### src/rtl/serial_bus_sequencer_if.sv
// rtl/serial_bus_sequencer_if.sv - byte-wide serial bus signal bundle
interface serial_bus_sequencer_if;
  logic [7:0] tx_data;
  logic       tx_valid;
  logic       tx_ready;
  logic [7:0] rx_data;
  logic       rx_valid;

  // The sequencer owns the bus and drives the transmit side
  modport master (
    output tx_data,
    output tx_valid,
    input  tx_ready,
    input  rx_data,
    input  rx_valid
  );

  // The bus endpoint accepts transmit bytes and returns receive bytes
  modport slave (
    input  tx_data,
    input  tx_valid,
    output tx_ready,
    output rx_data,
    output rx_valid
  );
endinterface

### src/rtl/serial_bus_sequencer.sv
// rtl/serial_bus_sequencer.sv - byte-serial bus transaction sequencer for fetch, read and write
module serial_bus_sequencer #(
  parameter int unsigned TIMEOUT = 255
) (
  input  logic                          clk,
  input  logic                          rst,
  input  logic                          fetch_req,
  input  logic [15:0]                   pc,
  input  logic                          mem_req,
  input  logic                          mem_we,
  input  logic [15:0]                   mem_addr,
  input  logic [15:0]                   mem_wdata,
  serial_bus_sequencer_if.master        bus,
  output logic                          instr_shift,
  input  logic                          instr_done,
  input  logic                          instr_halt,
  input  logic                          instr_err,
  output logic [15:0]                   mem_rdata,
  output logic                          fetch_done,
  output logic                          mem_done,
  output logic                          busy,
  output logic                          halted,
  output logic                          error
);

  typedef enum logic [3:0] {
    S_IDLE,
    S_CMD,
    S_ADDR_LO,
    S_ADDR_HI,
    S_WDATA_LO,
    S_WDATA_HI,
    S_RECV,
    S_DONE,
    S_HALT,
    S_ERROR
  } state_t;

  // Operation codes double as the command byte sent on the bus
  typedef enum logic [1:0] {
    OP_NONE  = 2'd0,
    OP_FETCH = 2'd1,
    OP_READ  = 2'd2,
    OP_WRITE = 2'd3
  } op_t;

  // Timer value at which one more stalled cycle means the bus is dead
  localparam logic [7:0] TIMER_LAST = 8'(TIMEOUT - 1);

  state_t      r_state;
  state_t      w_state_nxt;
  op_t         r_op;
  logic [15:0] r_addr;
  logic [15:0] r_wdata;
  logic [15:0] r_rdata;
  logic        r_rx_hi;
  logic [7:0]  r_timer;
  logic        w_accept;
  logic        w_stall;
  logic        w_tx_state;
  logic        w_rx_hs;
  logic        w_fetch;

  assign w_fetch    = (r_op == OP_FETCH);
  assign w_tx_state = (r_state == S_CMD) || (r_state == S_ADDR_LO) || (r_state == S_ADDR_HI) ||
                      (r_state == S_WDATA_LO) || (r_state == S_WDATA_HI);
  assign w_rx_hs    = (r_state == S_RECV) && bus.rx_valid;
  assign w_accept   = (r_state == S_IDLE) && (mem_req || fetch_req);

  // Next-state logic: advance on byte handshakes, flag stalled cycles for the timer
  always_comb begin
    w_state_nxt = r_state;
    w_stall     = 1'b0;
    case (r_state)
      S_IDLE: begin
        if (w_accept) w_state_nxt = S_CMD;
      end
      S_CMD: begin
        if (bus.tx_ready) w_state_nxt = S_ADDR_LO;
        else              w_stall     = 1'b1;
      end
      S_ADDR_LO: begin
        if (bus.tx_ready) w_state_nxt = S_ADDR_HI;
        else              w_stall     = 1'b1;
      end
      S_ADDR_HI: begin
        if (bus.tx_ready) w_state_nxt = (r_op == OP_WRITE) ? S_WDATA_LO : S_RECV;
        else              w_stall     = 1'b1;
      end
      S_WDATA_LO: begin
        if (bus.tx_ready) w_state_nxt = S_WDATA_HI;
        else              w_stall     = 1'b1;
      end
      S_WDATA_HI: begin
        if (bus.tx_ready) w_state_nxt = S_DONE;
        else              w_stall     = 1'b1;
      end
      S_RECV: begin
        if (w_fetch) begin
          // Instruction register verdicts outrank each other: illegal, then halt, then complete
          if (instr_err)         w_state_nxt = S_ERROR;
          else if (instr_halt)   w_state_nxt = S_HALT;
          else if (instr_done)   w_state_nxt = S_DONE;
          else if (!bus.rx_valid) w_stall    = 1'b1;
        end else if (bus.rx_valid) begin
          if (r_rx_hi) w_state_nxt = S_DONE;
        end else begin
          w_stall = 1'b1;
        end
      end
      S_DONE: begin
        w_state_nxt = S_IDLE;
      end
      default: begin
        w_state_nxt = r_state;
      end
    endcase
    if (w_stall && (r_timer == TIMER_LAST)) w_state_nxt = S_ERROR;
  end

  // State register
  always_ff @(posedge clk or negedge rst) begin
    if (!rst) r_state <= S_IDLE;
    else      r_state <= w_state_nxt;
  end

  // Stall timer: counts consecutive stalled cycles, cleared by any progress
  always_ff @(posedge clk or negedge rst) begin
    if (!rst)                                    r_timer <= 8'd0;
    else if (w_stall && (w_state_nxt == r_state)) r_timer <= r_timer + 8'd1;
    else                                         r_timer <= 8'd0;
  end

  // Operand capture on accept; a data access wins over a fetch
  always_ff @(posedge clk or negedge rst) begin
    if (!rst) begin
      r_op    <= OP_NONE;
      r_addr  <= 16'd0;
      r_wdata <= 16'd0;
    end else if (w_accept) begin
      if (mem_req) begin
        r_op    <= mem_we ? OP_WRITE : OP_READ;
        r_addr  <= mem_addr;
        r_wdata <= mem_wdata;
      end else begin
        r_op    <= OP_FETCH;
        r_addr  <= pc;
      end
    end
  end

  // Read data assembly: first received byte is the low half
  always_ff @(posedge clk or negedge rst) begin
    if (!rst) begin
      r_rdata <= 16'd0;
      r_rx_hi <= 1'b0;
    end else if (w_accept) begin
      r_rx_hi <= 1'b0;
    end else if (w_rx_hs && (r_op == OP_READ)) begin
      if (r_rx_hi) r_rdata[15:8] <= bus.rx_data;
      else         r_rdata[7:0]  <= bus.rx_data;
      r_rx_hi <= ~r_rx_hi;
    end
  end

  // Transmit byte select: command, address low/high, write data low/high
  always_comb begin
    bus.tx_data = 8'h00;
    case (r_state)
      S_CMD:      bus.tx_data = {6'd0, r_op};
      S_ADDR_LO:  bus.tx_data = r_addr[7:0];
      S_ADDR_HI:  bus.tx_data = r_addr[15:8];
      S_WDATA_LO: bus.tx_data = r_wdata[7:0];
      S_WDATA_HI: bus.tx_data = r_wdata[15:8];
      default:    bus.tx_data = 8'h00;
    endcase
  end

  assign bus.tx_valid = w_tx_state;
  assign instr_shift  = w_rx_hs && w_fetch;
  assign mem_rdata    = r_rdata;
  assign fetch_done   = (r_state == S_DONE) && w_fetch;
  assign mem_done     = (r_state == S_DONE) && !w_fetch;
  assign busy         = (r_state != S_IDLE);
  assign halted       = (r_state == S_HALT);
  assign error        = (r_state == S_ERROR);

endmodule

### src/flat_wrapper.sv
// flat-port wrapper written by rule: the top's interface ports become plain ports
module serial_bus_sequencer_flat 
#(
  parameter int unsigned TIMEOUT = 255
)
  (clk, rst, fetch_req, pc, mem_req, mem_we, mem_addr, mem_wdata, instr_shift, instr_done, instr_halt, instr_err, mem_rdata, fetch_done, mem_done, busy, halted, error, bus_tx_data, bus_tx_valid, bus_tx_ready, bus_rx_data, bus_rx_valid);
  serial_bus_sequencer_if bus_i ();
  input  logic clk;
  input  logic rst;
  input  logic fetch_req;
  input  logic [15:0] pc;
  input  logic mem_req;
  input  logic mem_we;
  input  logic [15:0] mem_addr;
  input  logic [15:0] mem_wdata;
  output logic instr_shift;
  input  logic instr_done;
  input  logic instr_halt;
  input  logic instr_err;
  output logic [15:0] mem_rdata;
  output logic fetch_done;
  output logic mem_done;
  output logic busy;
  output logic halted;
  output logic error;
  output wire logic [$bits(bus_i.tx_data)-1:0] bus_tx_data;
  output wire logic [$bits(bus_i.tx_valid)-1:0] bus_tx_valid;
  input wire logic [$bits(bus_i.tx_ready)-1:0] bus_tx_ready;
  input wire logic [$bits(bus_i.rx_data)-1:0] bus_rx_data;
  input wire logic [$bits(bus_i.rx_valid)-1:0] bus_rx_valid;
  assign bus_tx_data = bus_i.tx_data;
  assign bus_tx_valid = bus_i.tx_valid;
  assign bus_i.tx_ready = bus_tx_ready;
  assign bus_i.rx_data = bus_rx_data;
  assign bus_i.rx_valid = bus_rx_valid;
  serial_bus_sequencer #(.TIMEOUT(TIMEOUT)) u_core (.clk(clk), .rst(rst), .fetch_req(fetch_req), .pc(pc), .mem_req(mem_req), .mem_we(mem_we), .mem_addr(mem_addr), .mem_wdata(mem_wdata), .bus(bus_i), .instr_shift(instr_shift), .instr_done(instr_done), .instr_halt(instr_halt), .instr_err(instr_err), .mem_rdata(mem_rdata), .fetch_done(fetch_done), .mem_done(mem_done), .busy(busy), .halted(halted), .error(error));
endmodule
### config.mk
export PLATFORM = sky130hd
export DESIGN_NAME = serial_bus_sequencer_flat
export DESIGN_NICKNAME = d
export VERILOG_FILES = /design/src/rtl/serial_bus_sequencer_if.sv /design/src/rtl/serial_bus_sequencer.sv /design/src/flat_wrapper.sv
export SDC_FILE = /design/constraint.sdc
export NUM_CORES = 1
export LEC_CHECK = 0
export CAP_MARGIN = 20
export CORE_MARGIN = 5
export CORE_UTILIZATION = 35
export DETAILED_ROUTE_END_ITERATION = 12
export PLACE_DENSITY = 0.62
export SLEW_MARGIN = 25
export SYNTH_ARGS = -nofsm -noshare
export SYNTH_HDL_FRONTEND = slang
export SYNTH_SLANG_ARGS = --single-unit
### constraint.sdc
create_clock -name clk -period 5 [get_ports clk]
set_input_delay 0.75 -clock clk [delete_from_list [all_inputs] [get_ports clk]]
set_output_delay 0.75 -clock clk [all_outputs]
set_load 0.01 [all_outputs]
**Run 1: power grid**

Pins as bars on the die edge.
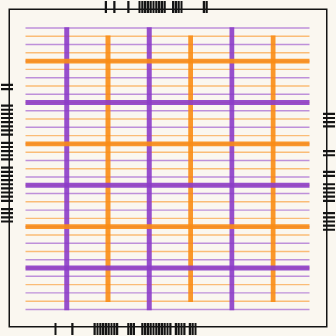
color	net
purple	VSS
orange	VDD
met1 rails	35
met4 straps	6
signal pins	97

**Run 1: placed cells, one color a class**

The bar under the picture is 20 um long.
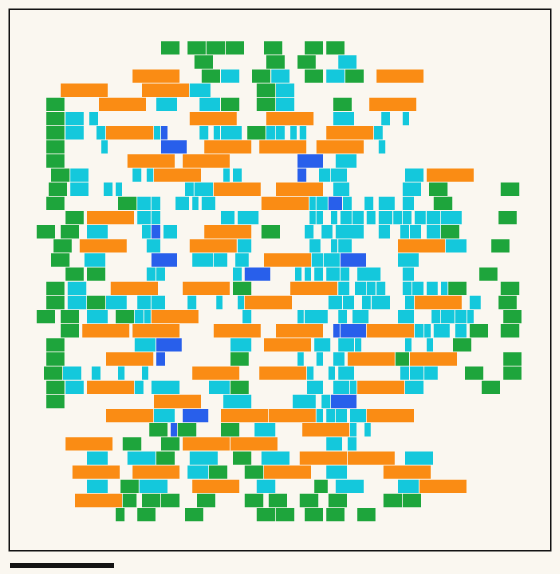
color	class	cells	share of their area
cyan	combinational and other logic	195	35%
blue	clock drivers and dummy loads	16	3.8%
green	remaining buffers and delay cells	99	24%
orange	sequential cells	63	38%
Seq/total area: 0.3685
final instance area: 0.004278 mm^2
final core utilization: 0.4954

==> flow_summary.ini, run 1 <==
; physical design summary
[outcome]
outcome = finished clean

[power_and_ir_drop]
ir_drop_v = 0.0001615
p_comb_uw = 542
pwr-share-comb = 0.312
powerClk_uw = 366
p_sw_frac = 0.3336
power_mw = 1.739
power_leader = sequential cells
powerDensity_mw_per_mm2 = 406.4
static-leakage-power_nw = 1.815
p_int_mw = 1.159

[sta]
finalSetupTns_ns = 0
rsz0062_at_grt = false
fin_crit_ns = 3.432
hold_viol_final = 0
fin_worst_skew_ns = 0.008018
slew_viol_final = 0
worst_slack_ns = 1.568
setup_viol = 0
fmax_mhz = 291.4
holdWs_ns = 0.5034
tightest_slew_ns = 0.8045
finalCritPeriodShare = 0.6864

[floorplan]
fp_util = 0.3569
dieWidth_um = 103.8
io_pins = 97
die_area_mm2 = 0.01078
n_tap_cell = 108
rows = 34
die_h_um = 103.8
fp.coreArea_mm2 = 0.008636

[drt]
postRouteAntennaNets = 0
firstDrtPassIters = 4
highest_layer = met4
viasPerCell = 5.110
totalWireLength_um = 8052
wl_met3_um = 399
drc = 0
wl_met2_um = 3813
wl_met1_um = 3735
drtIter0Drc = 84
num_vias = 2458

[critical_path]
worstSetupStartpointType = flip-flop
path_delay_family = buffers and inverters
path_cells = inv_1 > nor3_1 > a22oi_1 > o21ai_0 > clkdlybuf4s50_1
cp.depth = 5
rrSetupSlack_ns = 2.55
crit_fanout = 16
crit_start = u_core.r_state[2]$_DFF_PN0_
end_kind = output port
reg2reg_depth = 4
slowest_stage = dfrtp_1
cp.required_ns = 4.25
regToRegStartpoint = u_core.r_state[3]$_DFF_PN0_
crit_type = flip-flop to output port
r2r_end = u_core.mem_rdata[13]$_DFFE_PN0P_
worst-path-buf-inv = 2
slowest_delay_ns = 0.63

[cts]
cts_max_path_buffers = 2
clock_latency_ns = 0.33
ctsResizeCount = 0
clock_sinks = 63
cts_made_buffers = 9
htreeDepth = 3
cts.clk_slew.worst_paths_ns = 0.07
cts_tree = done
holdBufCountCts = 0
cts_root_buffer = clkbuf_8
cts_setup_buffers = 0

[final_layout]
layout.nets = 436
instances_no_fill = 481
syn_to_final_growth_pct = 38.81
fillers = 791
nNonClkBuffers = 99
ff_count = 63
inverters = 4
clkCellAreaFrac = 0.03685
largest_cell_class = registers
mi_logic_area_mm2 = 0.001415
comb_area_frac = 0.3308
lay_top_cells = clkdlybuf4s50_1 (95), dfrtp_1 (63), nor2_1 (29)
final-seq-area_mm2 = 0.001577
diodes = 0
layout_top_cell = clkdlybuf4s50_1
clkbuf_count = 12
buf_share = 0.2287

[synthesis]
xor_area_frac = 0.01705
synth_cell_types = 43
synth.avg_cell_area_um2 = 11.29
logic_family = multiplexers
top_area_frac = 0.5116
adder_share = 0.008120
syn_nets = 341
syn-instance-count = 273
aoi_share = 0.1234
simple_gate_share = 0.1320
ys_top_cells_by_count = dfrtp_1 (63), nor2_1 (29), mux2_2 (24), a21oi_1 (22), mux2i_1 (16)
synth_dominant_cell_count = dfrtp_1
yosysWarnings = 0
async_flop_share = 1.000
ys_seq_frac = 0.5116
ys_area_mm2 = 0.003082
ff_type = dfrtp_1
mux_share = 0.1786
ys_cells = 273
ys_ff = 63
synth-edff-count = 0
top_area_cell = dfrtp_1

[flow_run]
drv_cap = 0
warnings = 27

[place]
dpl.cell_count = 465
pre_cts_ws_ns = 1.959
numPortBuffers = 96
hpwlAfterDp_um = 5878
gp_congestion = 0.7862
place_area_mm2 = 0.004120

[worst_hold_path]
min_path_cells = 1
worstHoldStart = u_core.mem_rdata[2]$_DFFE_PN0P_
hold_end = u_core.mem_rdata[2]$_DFFE_PN0P_
worstHoldPathType = flip-flop to flip-flop

[grt]
grt_remaining_overflow = 0
busiest_layer = met2
grt_first_pass_wirelength_um = 13330
grt_pass1_vias = 2587
met3_usage = 0.03234
grt_max_degree = 64
antenna_found_initial = 0
grt_use_met1 = 0.2153
**Run 1: clock wires, drivers and flops**

The bar under the picture is 20 um long.
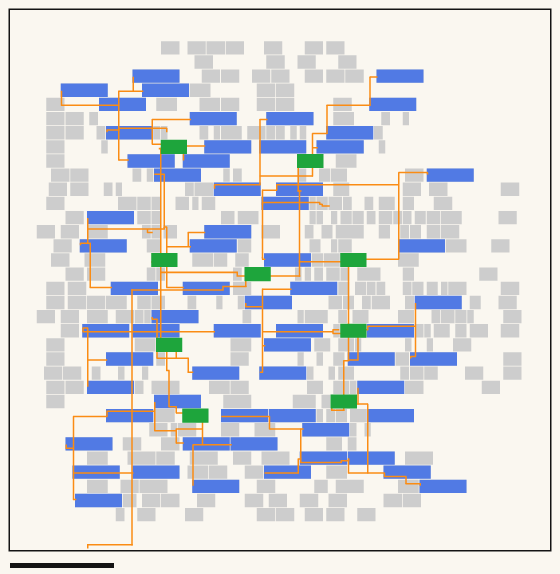
[green] clock drivers | count: 9
[orange] clock wires | length: 845 um
[blue] flip-flops | count: 63
routed clock nets	10

**Run 1: signal wires by layer**

Only two layers are drawn.
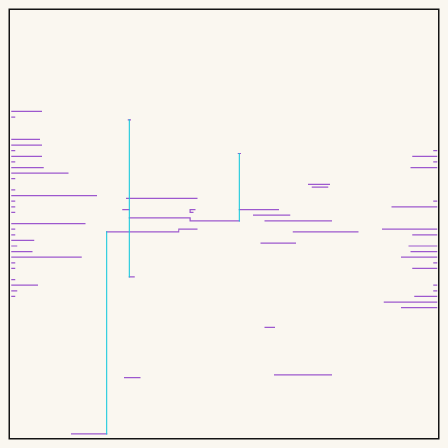
color	layer	wire length
cyan	metal 4	103 um
purple	metal 3	400 um
Routed wire per std cell: 16.74 um
GRT Util Overall: 0.1530

==> run 1 -> run 2 <==
Clock period 5 ns to 3.3 ns, I/O delays scaled along.
**Run 2: placed cells, one color a class**

The bar under the picture is 20 um long.
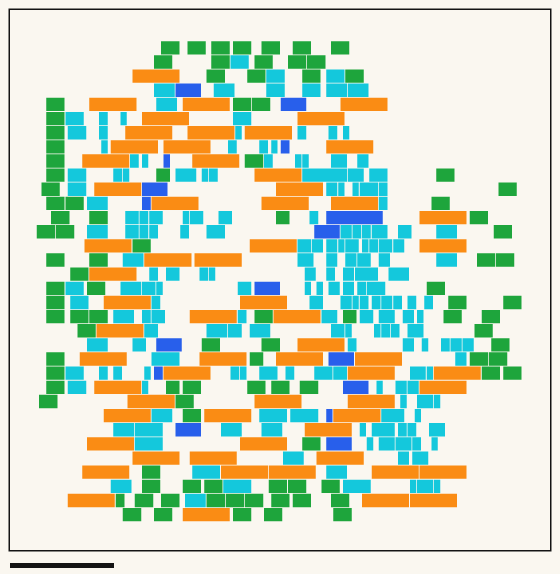
color	class	cells	share of their area
blue	clock drivers and dummy loads	16	4.5%
orange	sequential cells	63	38%
green	remaining buffers and delay cells	101	24%
cyan	combinational and other logic	195	34%
Seq/total area: 0.3635
final core utilization: 0.5022
core area: 0.008636 mm^2
row count: 34
final instance area: 0.004337 mm^2

**Run 2: signal wires by layer**

Only two layers are drawn.
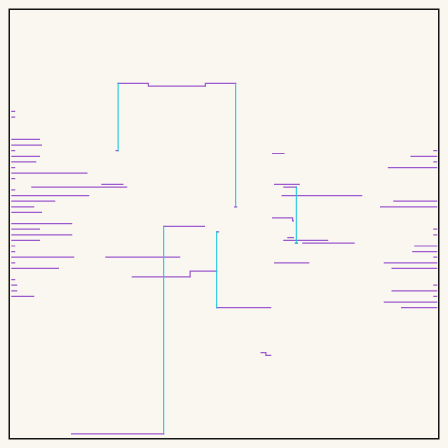
color	layer	wire length
purple	metal 3	498 um
cyan	metal 4	129 um
GRT Util Overall: 0.1485
via count: 2,474
DRT Wirelength: 8005 um

**Run 2: power grid**

Pins as bars on the die edge.
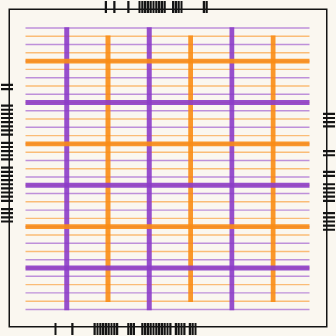
color	net
orange	VDD
purple	VSS
met5 straps	6
met4 straps	6
rows	34
met1 rails	35
signal pins	97
Worst VDD drop: 0.0002609 V
Die W: 103.8 um

==> run 2 against run 1 <==
Sequential power grew 53%; clock skew decreased by 0.0033 ns; clock power grew 79%; critical path depth is the same.
==> flow_summary.ini, run 2 <==
; physical design summary
[power_and_ir_drop]
powerClk_uw = 655
p_comb_uw = 831
power_mw = 2.752
pwr-share-comb = 0.302
power_leader = sequential cells
static-leakage-power_nw = 1.850
p_sw_frac = 0.3242
powerDensity_mw_per_mm2 = 634.5

[flow_run]
drv_cap = 0
warnings = 27

[final_layout]
layout_top_cell = clkdlybuf4s50_1
clkbuf_count = 12
nNonClkBuffers = 101
layout.nets = 438
final-seq-area_mm2 = 0.001577
inverters = 4
instances_no_fill = 483
diodes = 0
lay_top_cells = clkdlybuf4s50_1 (95), dfrtp_1 (63), nor2_1 (28)
clkCellAreaFrac = 0.04385
fillers = 793
comb_area_frac = 0.3289

[synthesis]
ys_area_mm2 = 0.003082
mux_share = 0.1786
top_area_frac = 0.5116
xor_area_frac = 0.01705
simple_gate_share = 0.1320
adder_share = 0.008120
ys_top_cells_by_count = dfrtp_1 (63), nor2_1 (29), mux2_2 (24), a21oi_1 (22), mux2i_1 (16)
ys_seq_frac = 0.5116
aoi_share = 0.1234
synth-edff-count = 0
synth_dominant_cell_count = dfrtp_1
ys_cells = 273
ys_ff = 63
synth.avg_cell_area_um2 = 11.29
ff_type = dfrtp_1
syn_nets = 341
syn-instance-count = 273
top_area_cell = dfrtp_1
async_flop_share = 1.000

[cts]
holdBufCountCts = 0
cts_max_path_buffers = 2
clock_sinks = 63
cts.clk_slew.worst_paths_ns = 0.07
ctsResizeCount = 0
clock_latency_ns = 0.34
cts_setup_buffers = 0
htreeDepth = 3
cts_made_buffers = 9
cts_root_buffer = clkbuf_8

[critical_path]
slowest_stage = dfrtp_1
regToRegStartpoint = u_core.r_state[3]$_DFF_PN0_
worstSetupStartpointType = flip-flop
cp.required_ns = 2.80
crit_type = flip-flop to output port
reg2reg_depth = 4
rrSetupSlack_ns = 0.78
end_kind = output port
slowest_delay_ns = 0.65
path_delay_family = flip-flops
crit_start = u_core.r_state[1]$_DFF_PN0_
path_cells = nand2_1 > nor2_1 > a22oi_1 > o21ai_0 > clkdlybuf4s50_1
crit_fanout = 18
cp.depth = 5

[drt]
postRouteAntennaNets = 0
highest_layer = met4
viasPerCell = 5.122
wl_met2_um = 3773
drtIter0Drc = 144
drc = 0
firstDrtPassIters = 4

[floorplan]
fp_util = 0.3569
die_area_mm2 = 0.01078
n_tap_cell = 108
io_pins = 97

[sta]
fin_worst_skew_ns = 0.004729
fin_crit_ns = 3.086
finalSetupTns_ns = 0
finalCritPeriodShare = 0.9352
worst_slack_ns = 0.2138
rsz0062_at_grt = false
slew_viol_final = 0
fmax_mhz = 324.0

[grt]
grt_max_degree = 37
met3_usage = 0.04291
grt_use_met1 = 0.1915

[place]
numPortBuffers = 96
place_area_mm2 = 0.004135
dpl.cell_count = 467

[outcome]
outcome = finished clean
Power and IR drop assume default switching activity.
